## src/rtl/in_port_fifo_if.sv

```systemverilog
// ---------------------------------------------------------------------------
// in_port_fifo_if
//
// Bundles the external-device handshake and the CPU-side bus/status signals
// of the buffered input port so they travel as a single port.
//
// Parameters:
//   DATA_WIDTH - width of the external data word (1..32)
//
// Signals:
//   InPortValid       device -> fifo  word offered this cycle
//   InPortData        device -> fifo  the offered word
//   InPortReady       fifo -> device  fifo can take a word (not full)
//   InPortRead        cpu -> fifo     cpu consumed the head word, pop one
//   InStatusClr       cpu -> fifo     clear the sticky overflow flag
//   BusMuxIn_InPort   fifo -> cpu     head word, zero-extended, 0 when empty
//   BusMuxIn_InStatus fifo -> cpu     {overflow, full, empty, count} status
//   InPortAvail       fifo -> cpu     fifo non-empty
//   InPortOverflow    fifo -> cpu     sticky drop indicator
//
// Modports:
//   slave  - the fifo itself
//   master - the environment (device plus cpu) driving the fifo
// ---------------------------------------------------------------------------
interface in_port_fifo_if #(
  parameter int DATA_WIDTH = 32
);

  logic                  InPortValid;
  logic [DATA_WIDTH-1:0] InPortData;
  logic                  InPortReady;
  logic                  InPortRead;
  logic                  InStatusClr;
  logic [31:0]           BusMuxIn_InPort;
  logic [31:0]           BusMuxIn_InStatus;
  logic                  InPortAvail;
  logic                  InPortOverflow;

  modport slave (
    input  InPortValid,
    input  InPortData,
    input  InPortRead,
    input  InStatusClr,
    output InPortReady,
    output BusMuxIn_InPort,
    output BusMuxIn_InStatus,
    output InPortAvail,
    output InPortOverflow
  );

  modport master (
    output InPortValid,
    output InPortData,
    output InPortRead,
    output InStatusClr,
    input  InPortReady,
    input  BusMuxIn_InPort,
    input  BusMuxIn_InStatus,
    input  InPortAvail,
    input  InPortOverflow
  );

endinterface

```

## src/rtl/in_port_fifo.sv

```systemverilog
// ---------------------------------------------------------------------------
// in_port_fifo
//
// Buffered input port for the Mini SRC CPU. Words offered by an external
// device through a valid/ready handshake are queued in a DEPTH-entry FIFO.
// The oldest word is presented to the CPU bus multiplexer and a status word
// is exposed for polling. Words offered while the FIFO is full are dropped
// and recorded in a sticky overflow flag.
//
// Parameters:
//   DATA_WIDTH - external word width (1..32), zero-extended onto the bus
//   DEPTH      - number of entries, power of two (2..1024)
//
// Ports:
//   clock - system clock, all state changes on the rising edge
//   clear - synchronous active-high reset, beats every other request
//   port  - in_port_fifo_if.slave carrying handshake, bus and status
//
// Status word layout:
//   [CW-1:0] occupancy count, [16] empty, [17] full, [18] overflow
//
// Every output is derived from registered state only, so nothing the
// device or CPU drives in a cycle can ripple through to an output.
// ---------------------------------------------------------------------------
module in_port_fifo #(
  parameter int DATA_WIDTH = 32,
  parameter int DEPTH      = 8
) (
  input  logic           clock,
  input  logic           clear,
  in_port_fifo_if.slave  port
);

  localparam int AW = $clog2(DEPTH);
  localparam int CW = AW + 1;
  localparam logic [CW-1:0] DEPTH_COUNT = CW'(DEPTH);

  // Storage and bookkeeping registers.
  logic [DATA_WIDTH-1:0] mem_q [DEPTH];
  logic [AW-1:0]         wptr_q, wptr_d;
  logic [AW-1:0]         rptr_q, rptr_d;
  logic [CW-1:0]         count_q, count_d;
  logic                  overflow_q, overflow_d;

  // Occupancy decode and event qualification.
  logic empty;
  logic full;
  logic push;
  logic pop;
  logic drop;

  // Output staging.
  logic [31:0] head_word;
  logic [31:0] status_word;

  // Acceptance is judged against the count at the start of the cycle, so a
  // pop in the same cycle never frees space for the word offered alongside
  // it when the FIFO is full, and a read of an empty FIFO never pops the
  // word being pushed in that cycle.
  always_comb begin
    empty = (count_q == '0);
    full  = (count_q == DEPTH_COUNT);
    push  = port.InPortValid && !full;
    drop  = port.InPortValid && full;
    pop   = port.InPortRead && !empty;
  end

  // Next-state for pointers, count and the sticky overflow flag. Pointers
  // are exactly log2(DEPTH) bits wide so wrapping is free. A drop sets the
  // flag even when the CPU clears it in the same cycle, so a lost word is
  // never silently forgotten.
  always_comb begin
    wptr_d     = wptr_q;
    rptr_d     = rptr_q;
    count_d    = count_q;
    overflow_d = overflow_q;

    if (push) begin
      wptr_d = wptr_q + 1'b1;
    end
    if (pop) begin
      rptr_d = rptr_q + 1'b1;
    end

    case ({push, pop})
      2'b10:   count_d = count_q + 1'b1;
      2'b01:   count_d = count_q - 1'b1;
      default: count_d = count_q;
    endcase

    if (drop) begin
      overflow_d = 1'b1;
    end else if (port.InStatusClr) begin
      overflow_d = 1'b0;
    end
  end

  // Control registers. clear wins over everything else in the same cycle.
  always_ff @(posedge clock) begin
    if (clear) begin
      wptr_q     <= '0;
      rptr_q     <= '0;
      count_q    <= '0;
      overflow_q <= 1'b0;
    end else begin
      wptr_q     <= wptr_d;
      rptr_q     <= rptr_d;
      count_q    <= count_d;
      overflow_q <= overflow_d;
    end
  end

  // Data array. It is never reset; the zeroed count hides stale contents.
  // Writes are suppressed during clear so a clear cycle stores nothing.
  always_ff @(posedge clock) begin
    if (push && !clear) begin
      mem_q[wptr_q] <= port.InPortData;
    end
  end

  // Head word and status word, built from registered state. The head is
  // forced to zero when empty so stale memory never reaches the bus.
  always_comb begin
    head_word = '0;
    if (!empty) begin
      head_word[DATA_WIDTH-1:0] = mem_q[rptr_q];
    end

    status_word         = '0;
    status_word[CW-1:0] = count_q;
    status_word[16]     = empty;
    status_word[17]     = full;
    status_word[18]     = overflow_q;
  end

  assign port.BusMuxIn_InPort   = head_word;
  assign port.BusMuxIn_InStatus = status_word;
  assign port.InPortReady       = !full;
  assign port.InPortAvail       = !empty;
  assign port.InPortOverflow    = overflow_q;

endmodule

```

## src/flat_wrapper.sv

```systemverilog
// flat-port wrapper written by rule: the top's interface ports become plain ports
module in_port_fifo_flat 
#(
  parameter int DATA_WIDTH = 32,
  parameter int DEPTH      = 8
)
  (clock, clear, port_InPortValid, port_InPortData, port_InPortRead, port_InStatusClr, port_InPortReady, port_BusMuxIn_InPort, port_BusMuxIn_InStatus, port_InPortAvail, port_InPortOverflow);
  in_port_fifo_if #(.DATA_WIDTH(DATA_WIDTH)) port_i ();
  input  logic clock;
  input  logic clear;
  input wire logic [$bits(port_i.InPortValid)-1:0] port_InPortValid;
  input wire logic [$bits(port_i.InPortData)-1:0] port_InPortData;
  input wire logic [$bits(port_i.InPortRead)-1:0] port_InPortRead;
  input wire logic [$bits(port_i.InStatusClr)-1:0] port_InStatusClr;
  output wire logic [$bits(port_i.InPortReady)-1:0] port_InPortReady;
  output wire logic [$bits(port_i.BusMuxIn_InPort)-1:0] port_BusMuxIn_InPort;
  output wire logic [$bits(port_i.BusMuxIn_InStatus)-1:0] port_BusMuxIn_InStatus;
  output wire logic [$bits(port_i.InPortAvail)-1:0] port_InPortAvail;
  output wire logic [$bits(port_i.InPortOverflow)-1:0] port_InPortOverflow;
  assign port_i.InPortValid = port_InPortValid;
  assign port_i.InPortData = port_InPortData;
  assign port_i.InPortRead = port_InPortRead;
  assign port_i.InStatusClr = port_InStatusClr;
  assign port_InPortReady = port_i.InPortReady;
  assign port_BusMuxIn_InPort = port_i.BusMuxIn_InPort;
  assign port_BusMuxIn_InStatus = port_i.BusMuxIn_InStatus;
  assign port_InPortAvail = port_i.InPortAvail;
  assign port_InPortOverflow = port_i.InPortOverflow;
  in_port_fifo #(.DATA_WIDTH(DATA_WIDTH), .DEPTH(DEPTH)) u_core (.clock(clock), .clear(clear), .port(port_i));
endmodule
```

## config.mk

```make
export PLATFORM = sky130hd
export DESIGN_NAME = in_port_fifo_flat
export DESIGN_NICKNAME = d
export VERILOG_FILES = /design/src/rtl/in_port_fifo_if.sv /design/src/rtl/in_port_fifo.sv /design/src/flat_wrapper.sv
export SDC_FILE = /design/constraint.sdc
export NUM_CORES = 1
export LEC_CHECK = 0
export CORE_MARGIN = 10
export CORE_UTILIZATION = 45
export DETAILED_ROUTE_END_ITERATION = 7
export PLACE_DENSITY = 0.63
export SYNTH_ARGS = -nofsm -noshare
export SYNTH_HDL_FRONTEND = slang
export SYNTH_SLANG_ARGS = --single-unit
```

## constraint.sdc

```tcl
create_clock -name clock -period 7.3 [get_ports clock]
set_input_delay 1.46 -clock clock [delete_from_list [all_inputs] [get_ports clock]]
set_output_delay 1.46 -clock clock [all_outputs]
set_load 0.03 [all_outputs]
```

==> results.json, run 1 <==
{
  "status": "complete, no violations",
  "htree_num_levels": 1,
  "dp_cells": 897,
  "hold_start": "u_core.rptr_q[2]$_SDFFE_PP0P_",
  "clkSinkCount": 270,
  "warnings": 27,
  "hold_end": "u_core.rptr_q[2]$_SDFFE_PP0P_",
  "layout.nets": 650,
  "setup_ws_ns": 2.28,
  "syn-cell-area_um2": 10600,
  "final_area_um2": 12600,
  "reg2regPathDepth": 5,
  "overflow": 0,
  "flop_area_um2": 7980,
  "synth_flops": 270,
  "dpl_cell_area_um2": 11700,
  "arrival_ns": 3.56,
  "n_antenna_cell": 0,
  "fp-row-count": 56,
  "clock_latency_ns": 0.53,
  "yosys_warnings": 0,
  "drive_gt1_share_pct": 21.6,
  "setup_viol": 0,
  "largest_register": "u_core.mem_q",
  "place.gp.congestion": 0.719,
  "max_freq_mhz": 199,
  "yosysChipArea_um2": 10600,
  "critPathLaunchType": "flip-flop",
  "grt_pass1_vias": 5479,
  "dieArea_um2": 30200,
  "fin_skew_ns": 0.00854,
  "relSlewSlack_pct": 34.2,
  "rsz0062_at_grt": "false",
  "cp-end-kind": "output pin",
  "cap_viol_max_count": 0,
  "clk_pin_slew_worst_paths_ns": 0.06,
  "drt-pass1-iter-count": 4,
  "worstSetupPathType": "flip-flop to output pin",
  "cts_tree": "yes",
  "crit_path_end": "port_BusMuxIn_InPort[29]",
  "synthArstFlopShare_pct": 0,
  "yosys_cells": 518
}
run 1: final cells by class:
cell class / count / share of cell area, %
clock inverter: 19 / 1.40
multi-input combinational: 214 / 19.3
sequential: 270 / 63.1
clock buffer: 32 / 5.83
timing repair buffer: 91 / 6.95
inverter: 3 / 0.188
tap: 319 / 3.16
run 1: layout by cell type (no fill, tap or decap), types with 2 or more instances in the layout:
master	instances
mux2i_1	35
edfxtp_1	256
nor2_1	42
clkdlybuf4s50_1	78
xor2_1	4
dfxtp_4	2
clkinv_4	2
clkinvlp_4	3
clkinv_1	7
nor3_2	4
xnor2_1	2
buf_4	13
nor2_4	2
nand3_1	2
dfxtp_1	11
bufinv_16	3
ha_1	5
a21oi_1	3
conb_1	25
nor4_2	2
o21ai_0	3
mux4_2	64
clkbuf_16	29
clkbuf_1	3
clkinv_2	4
nor2b_1	2
inv_1	2
nand2_1	5
run 1: metal layers:
layer | share of wire (%) | vias to the layer above | global-route usage [%]
met2 | 51 | 162 | 23.7
met5 | 0 | - | 0
met4 | 1.3 | 0 | 2.92
li1 | - | 2212 | -
met3 | 7.7 | 26 | 2.98
met1 | 40 | 2573 | 17.9
run 1: where the power goes:
group | switching, mW | internal [mW]
Clock | 0.561 | 0.827
Combinational | 0.642 | 0.521
Sequential | 0.103 | 1.75
Total | 1.31 | 3.10
run 1: cell families after synthesis:
family	synth area share (%)
xor gates and xnor gates	0.494
buffers and inverters	3.44
other	0.0353
AOI/OAI and AO/OA	0.447
muxes	16.8
DFF	74.9
adders and majority gates	0.588
and+or+nand+nor	3.24
run 1: critical path: cells and delay by family, from the launching register on:
| family | cells | cell delay [ns] |
|---|---|---|
| buffers and inverters | 2 | 1.23 |
| flip-flops | 1 | 0.86 |
| multiplexers | 2 | 0.77 |
| AND/OR/NAND/NOR | 1 | 0.11 |
==> run_1/power_grid.png <==
The bar under the picture is 50 µm long. Pins as bars on the die edge. Tap cells in grey.
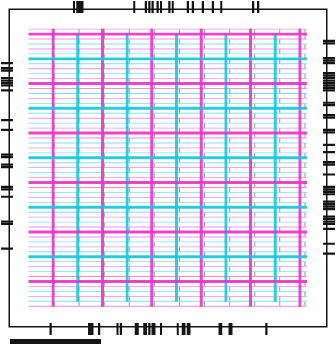
VDD: drawn in cyan. VSS: drawn in magenta.
11 straps on met5. 57 met1 rails follow the rows.
VDD IR-drop max: 222 µV
DIE WIDTH: 174 µm
core area: 23300 µm²
Die Ht: 174 µm

==> run_1/placement_by_type.png <==
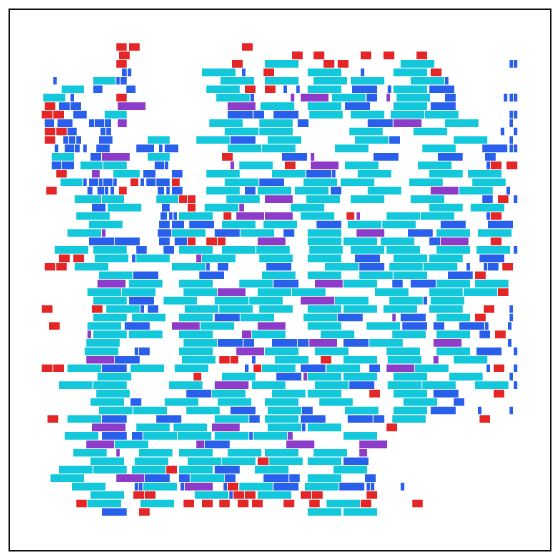
flops: drawn in cyan, cells 270, share of their area 65%. combinational and other logic: drawn in blue, cells 217, share of their area 20%. other buffers and delay cells: drawn in red, cells 91, share of their area 7.2%. clock drivers and dummy loads: drawn in purple, cells 51, share of their area 7.5%.

==> run_1/clk_routes.png <==
The bar under the picture is 50 µm long.
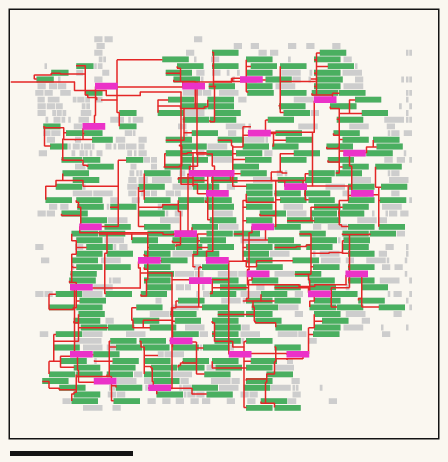
flip-flops: drawn in green, count 270. clock wires: drawn in red, length 2920 µm. clock drivers: drawn in magenta, count 28.
There are 29 routed clock nets.

==> run 2: changes to the inputs <==
--- a/config.mk
+++ b/config.mk
@@ -8,7 +8,7 @@
 export CORE_MARGIN = 10
 export CORE_UTILIZATION = 45
 export DETAILED_ROUTE_END_ITERATION = 7
-export PLACE_DENSITY = 0.63
+export PLACE_DENSITY = 0.66
 export SYNTH_ARGS = -nofsm -noshare
 export SYNTH_HDL_FRONTEND = slang
 export SYNTH_SLANG_ARGS = --single-unit
==> constraint.sdc (replaced) <==
create_clock -name clock -period 4.3 [get_ports clock]
set_input_delay 0.86 -clock clock [delete_from_list [all_inputs] [get_ports clock]]
set_output_delay 0.86 -clock clock [all_outputs]
set_load 0.03 [all_outputs]
==> run_2/clocks.png <==
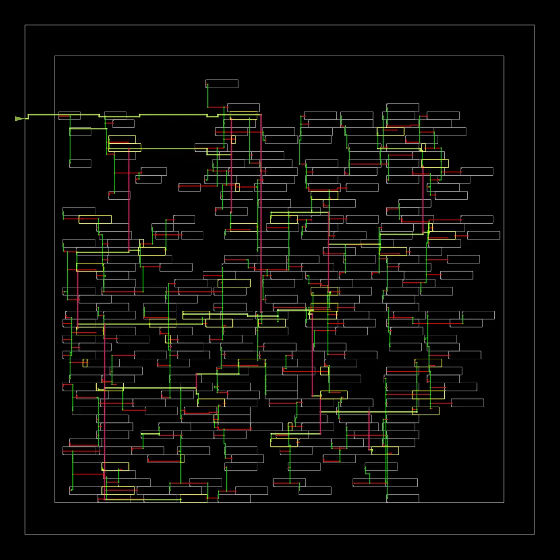
Clock Sink Count: 270
Power Clock: 2.41 mW
Clock Buffer Count: 32
Final Skew: 0.0161 ns

==> run 2 against run 1 <==
Critical path depth unchanged. Core utilization up 0.52 points. Combinational power up 78%. First-iteration DRC count down 7.9%.
==> results.json, run 2 <==
{
  "dp_cells": 907,
  "cap_viol_max_count": 0,
  "yosys_cells": 518,
  "worst_slew_pin_slew_ns": 0.642,
  "fp.dieH_um": 174,
  "post-route-util_pct": 54.7,
  "warnings": 28,
  "crit_chain": "buf_12, mux4_2, mux2i_1, nor2_1, clkdlybuf4s50_1",
  "layout.nets": 660,
  "top_area_cell": "edfxtp_1",
  "top_cells_by_area": "edfxtp_1 72%, mux4_2 14%, mux2i_1 3.3%, dfxtp_1 2.6%, buf_4 2.0%",
  "postCtsHoldBufs": 0,
  "yosysChipArea_um2": 10600,
  "fp-row-count": 56,
  "place.gp.congestion": 0.705,
  "htree_num_levels": 1,
  "relSlewSlack_pct": 57.2,
  "cp.depth": 5,
  "synthArstFlopShare_pct": 0,
  "clockBufferDepth": 3,
  "post-cts-setup-buffer-count": 0,
  "stdcell_count": 952,
  "clock_latency_ns": 0.53,
  "dieWidth_um": 174,
  "drt-initial-drc-count": 338,
  "grtUsageTotal_pct": 13.7,
  "slowest_stage": "dfxtp_4",
  "rsz0062_at_grt": "false",
  "ir_worst_vdd_uv": 446,
  "flop_cell": "edfxtp_1",
  "reg2reg_slack_ns": 1.67,
  "p_per_area_nw_per_um2": 594,
  "drc": 0,
  "vias": 5042,
  "min_period_ns": 3.72,
  "worst-path-buf-inv": 2,
  "drtAntennaViolNets": 0,
  "hpwl_um": 12500,
  "max_freq_mhz": 269,
  "core_um2": 23300,
  "largest_register": "u_core.mem_q",
  "synth-edff-count": 256,
  "drt-pass1-iter-count": 4,
  "overflow": 0,
  "grt_pass1_wl_um": 32400,
  "cp-end-kind": "output pin",
  "ioPinCount": 104,
  "setup_ws_ns": 0.584,
  "status": "complete, no violations",
  "synth_flops": 270,
  "cts_buffers": 28,
  "lay_top_cells": "256 x edfxtp_1, 78 x clkdlybuf4s50_1, 64 x mux4_2",
  "yosysMostFrequentCell": "edfxtp_1",
  "root_buffer": "clkbuf_16",
  "worstSetupPathType": "flip-flop to output pin",
  "crit_path_end": "port_BusMuxIn_InPort[2]",
  "dieArea_um2": 30200,
  "lay_top_count": "edfxtp_1",
  "largest_reg_flops": 256,
  "antenna_found_initial": 0,
  "setup_viol": 0,
  "yosys_warnings": 0,
  "arrival_ns": 2.86,
  "cts_resized": 0,
  "setup_tns_ns": 0,
  "grt_pass1_vias": 5607,
  "syn-cell-area_um2": 10600,
  "clk_pin_slew_worst_paths_ns": 0.06,
  "fin_total_pwr_mw": 7.58,
  "cts_tree": "yes",
  "worstReg2RegEnd": "u_core.count_q[2]$_SDFFE_PP0P_",
  "cp_top_family": "buffers and inverters",
  "dp_slack_ns": 1.07,
  "final_area_um2": 12800,
  "r2r_start": "u_core.count_q[0]$_SDFFE_PP0P_",
  "n_antenna_cell": 0,
  "p_leak_nw": 4.03,
  "drive_gt1_share_pct": 22.3,
  "dpl_cell_area_um2": 11800,
  "wl_um": 20800,
  "reg2regPathDepth": 9,
  "critPathLaunchType": "flip-flop"
}
[run 2: worst reg2reg max path: cells and delay by family, from the launching register on]
family          cells  cell delay, ns
simple gates        3            1.13
fa+ha+maj           2            0.50
flops               1            0.38
compound gates      2            0.30
xor+xnor            2            0.27
[run 2: layout make-up]
type | instances | area [µm²]
clock buffers | 32 | 737
clock inverters | 13 | 185
fillers | 1785 | 10600
inverters | 3 | 23.8
multi-input cells | 214 | 2440
flip-flops and latches | 270 | 7980
well taps | 319 | 399
repair buffers | 101 | 991
[run 2: logic make-up (layout without fill, tap and decap cells)]
group	Yosys count	count (layout)	share of synthesized area (%)
mux	99	99	16.8
compound gates	8	8	0.447
flops	270	270	74.9
xor+xnor	6	6	0.494
fa+ha+maj	5	5	0.588
other cells	1	25	0.0353
buf+inv	58	149	3.44
simple gates	71	71	3.24
[run 2: power by group]
part	internal, mW	switching, mW
sequential	2.98	0.122
combinational	0.924	1.14
clock	1.51	0.908
[run 2: worst min-delay path by stage]
| stage | slack [ns] | cells after the start | endpoint | startpoint |
|---|---|---|---|---|
| floorplan | 0.48 | 2 | flip-flop | u_core.rptr_q[2]$_SDFFE_PP0P_ |
| global placement | 0.51 | 2 | flip-flop | u_core.rptr_q[1]$_SDFFE_PP0P_ |
| detailed placement | 0.51 | 2 | flip-flop | u_core.rptr_q[2]$_SDFFE_PP0P_ |
| CTS | 0.53 | 2 | flip-flop | u_core.rptr_q[2]$_SDFFE_PP0P_ |
| global route | 0.56 | 2 | flip-flop | u_core.rptr_q[2]$_SDFFE_PP0P_ |
| finish | 0.53 | 2 | flip-flop | u_core.rptr_q[2]$_SDFFE_PP0P_ |
[run 2: per-layer routing]
layer	share of wire, %	track usage (%)
met5	0	0
met4	1.7	3.35
met3	6.6	3.51
met2	51	23.7
met1	40	16.8
==> run 3: changes to the inputs <==
--- a/config.mk
+++ b/config.mk
@@ -8,7 +8,7 @@
 export CORE_MARGIN = 10
 export CORE_UTILIZATION = 45
 export DETAILED_ROUTE_END_ITERATION = 7
-export PLACE_DENSITY = 0.66
+export PLACE_DENSITY = 0.63
 export SYNTH_ARGS = -nofsm -noshare
 export SYNTH_HDL_FRONTEND = slang
 export SYNTH_SLANG_ARGS = --single-unit
==> constraint.sdc (replaced) <==
create_clock -name clock -period 3.55 [get_ports clock]
set_input_delay 0.71 -clock clock [delete_from_list [all_inputs] [get_ports clock]]
set_output_delay 0.71 -clock clock [all_outputs]
set_load 0.03 [all_outputs]
==> run_3/wires.png <==
The bar under the picture is 50 µm long. Only two layers are drawn.
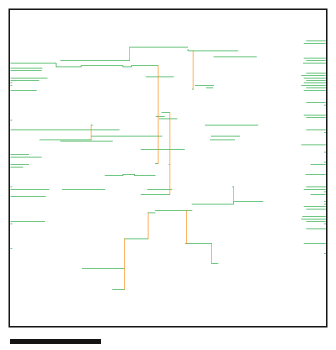
metal 4: drawn in orange, wire length 215 µm. metal 3: drawn in green, wire length 1230 µm.
Routed WL: 20600 µm
overall global routing resource usage: 13.7%
drt wl/cell: 21.4 µm

==> run 3 against run 2 <==
Critical path depth did not move. Sequential power rose by 19%. Core utilization rose by 0.52 points. Highest routed layer unchanged. Setup slack got worse by 0.36 ns. Largest cell class unchanged. Clock-buffer cell count rose by 3. Non-clock buffer count rose by 2. Critical path type unchanged. Synthesized cell count did not move. Combinational power rose by 26%. Via count fell by 0.14%. First-iteration DRC count fell by 28%.
==> results.json, run 3 <==
{
  "dieWidth_um": 174,
  "largest_register": "u_core.mem_q",
  "inv_count": 3,
  "drive_gt1_share_pct": 23.8,
  "fp-row-count": 56,
  "p_per_area_nw_per_um2": 728,
  "yosysMostFrequentCell": "edfxtp_1",
  "status": "complete, no violations",
  "grt_pass1_vias": 5606,
  "port_buffers": 78,
  "arrival_ns": 2.61,
  "clock_latency_ns": 0.53,
  "flop_area_um2": 7980,
  "htree_num_levels": 1,
  "dp_cells": 908,
  "max_freq_mhz": 301,
  "synth_flops": 270,
  "fin_total_pwr_mw": 9.37,
  "relSlewSlack_pct": 64.5,
  "synth-edff-count": 256,
  "drt-pass1-iter-count": 4,
  "setup_tns_ns": 0,
  "lay_top_cells": "256 x edfxtp_1, 78 x clkdlybuf4s50_1, 64 x mux4_2",
  "fillers": 1782,
  "drtAntennaViolNets": 0,
  "fp.dieH_um": 174,
  "post-route-util_pct": 55.2,
  "n_antenna_cell": 1,
  "yosys_cells": 518,
  "place.gp.congestion": 0.769,
  "rsz0062_at_grt": "false",
  "p_leak_nw": 4.09,
  "drc": 0,
  "ir_worst_vdd_uv": 397,
  "layout.nets": 663,
  "signal_buffers": 103,
  "seq_cells": 270,
  "hpwl_um": 12500,
  "layout.area.comb_um2": 2440,
  "cts_tree": "yes",
  "syn-cell-area_um2": 10600,
  "warnings": 28,
  "clk_pin_slew_worst_paths_ns": 0.06,
  "cp-end-kind": "output pin",
  "dp_slack_ns": 0.685,
  "dieArea_um2": 30200,
  "num-multi-input-gates": 214,
  "core_um2": 23300,
  "yosysChipArea_um2": 10600,
  "clkbuf_count": 35,
  "drt-initial-drc-count": 243,
  "postCtsHoldBufs": 0,
  "setup_viol": 0,
  "antenna_found_initial": 1,
  "lay_top_count": "edfxtp_1",
  "final_area_um2": 12900,
  "vias": 5035,
  "sh_seq_area_pct": 62.0,
  "cap_viol_max_count": 0,
  "min_period_ns": 3.32,
  "largest_cell_class": "registers",
  "clockBufferDepth": 3,
  "dpl_cell_area_um2": 11900,
  "cts_buffers": 29,
  "critPathLaunchType": "flip-flop",
  "synthArstFlopShare_pct": 0,
  "top_area_cell": "edfxtp_1",
  "largest_reg_flops": 256,
  "combAreaFraction_pct": 19.0,
  "setup_ws_ns": 0.227,
  "top_cells_by_area": "edfxtp_1 72%, mux4_2 14%, mux2i_1 3.3%, dfxtp_1 2.6%, buf_4 2.0%"
}
-- run 3: final timing paths --
kind | slack (ns) | endpoint | from | depth (start not counted)
worst max register to register | 0.99 | u_core.count_q[2]$_SDFFE_PP0P_ | u_core.count_q[0]$_SDFFE_PP0P_ | 9
worst min register to register | 0.53 | u_core.count_q[3]$_SDFFE_PP0P_ | u_core.count_q[3]$_SDFFE_PP0P_ | 2
worst max-delay path | 0.23 | port_BusMuxIn_InPort[10] | flip-flop | 5
worst min-delay path | 0.53 | u_core.count_q[3]$_SDFFE_PP0P_ | u_core.count_q[3]$_SDFFE_PP0P_ | 2
-- run 3: cell families after synthesis --
group / Yosys count / synth area share (%)
buf+inv: 58 / 3.44
other cells: 1 / 0.0353
compound gates: 8 / 0.447
flops: 270 / 74.9
fa+ha+maj: 5 / 0.588
mux: 99 / 16.8
simple gates: 71 / 3.24
xor+xnor: 6 / 0.494
-- run 3: repair_timing --
| item | CTS | global route |
|---|---|---|
| gates resized | 0 | 0 |
| buffers inserted | 0 | 1 |
| endpoints found under the setup margin | 0 | 2 |
| endpoints found under the hold margin | 0 | 0 |
-- run 3: worst max-delay path, cell delays in order, from the launching register on --
cell and delay, ns:
dfxtp_4 0.37, buf_12 0.26, mux4_2 0.54, mux2i_1 0.22
nor2_1 0.07, clkdlybuf4s50_1 0.60
-- run 3: power breakdown --
part           total [mW]  switching (mW)  leakage [nW]  internal [mW]
Clock                3.08            1.15         0.487           1.93
Combinational        2.60            1.45          1.17           1.15
Sequential           3.69          0.0851          2.43           3.61
-- run 3: metal layers --
| metal | wire length, µm | GRT usage [%] |
|---|---|---|
| met1 | 8430 | 16.8 |
| met2 | 10800 | 24.0 |
| met3 | 1230 | 3.46 |
| met4 | 214 | 2.78 |
| met5 | 0 | 0 |
No activity file was given, so power comes from the tool's default toggle rates.
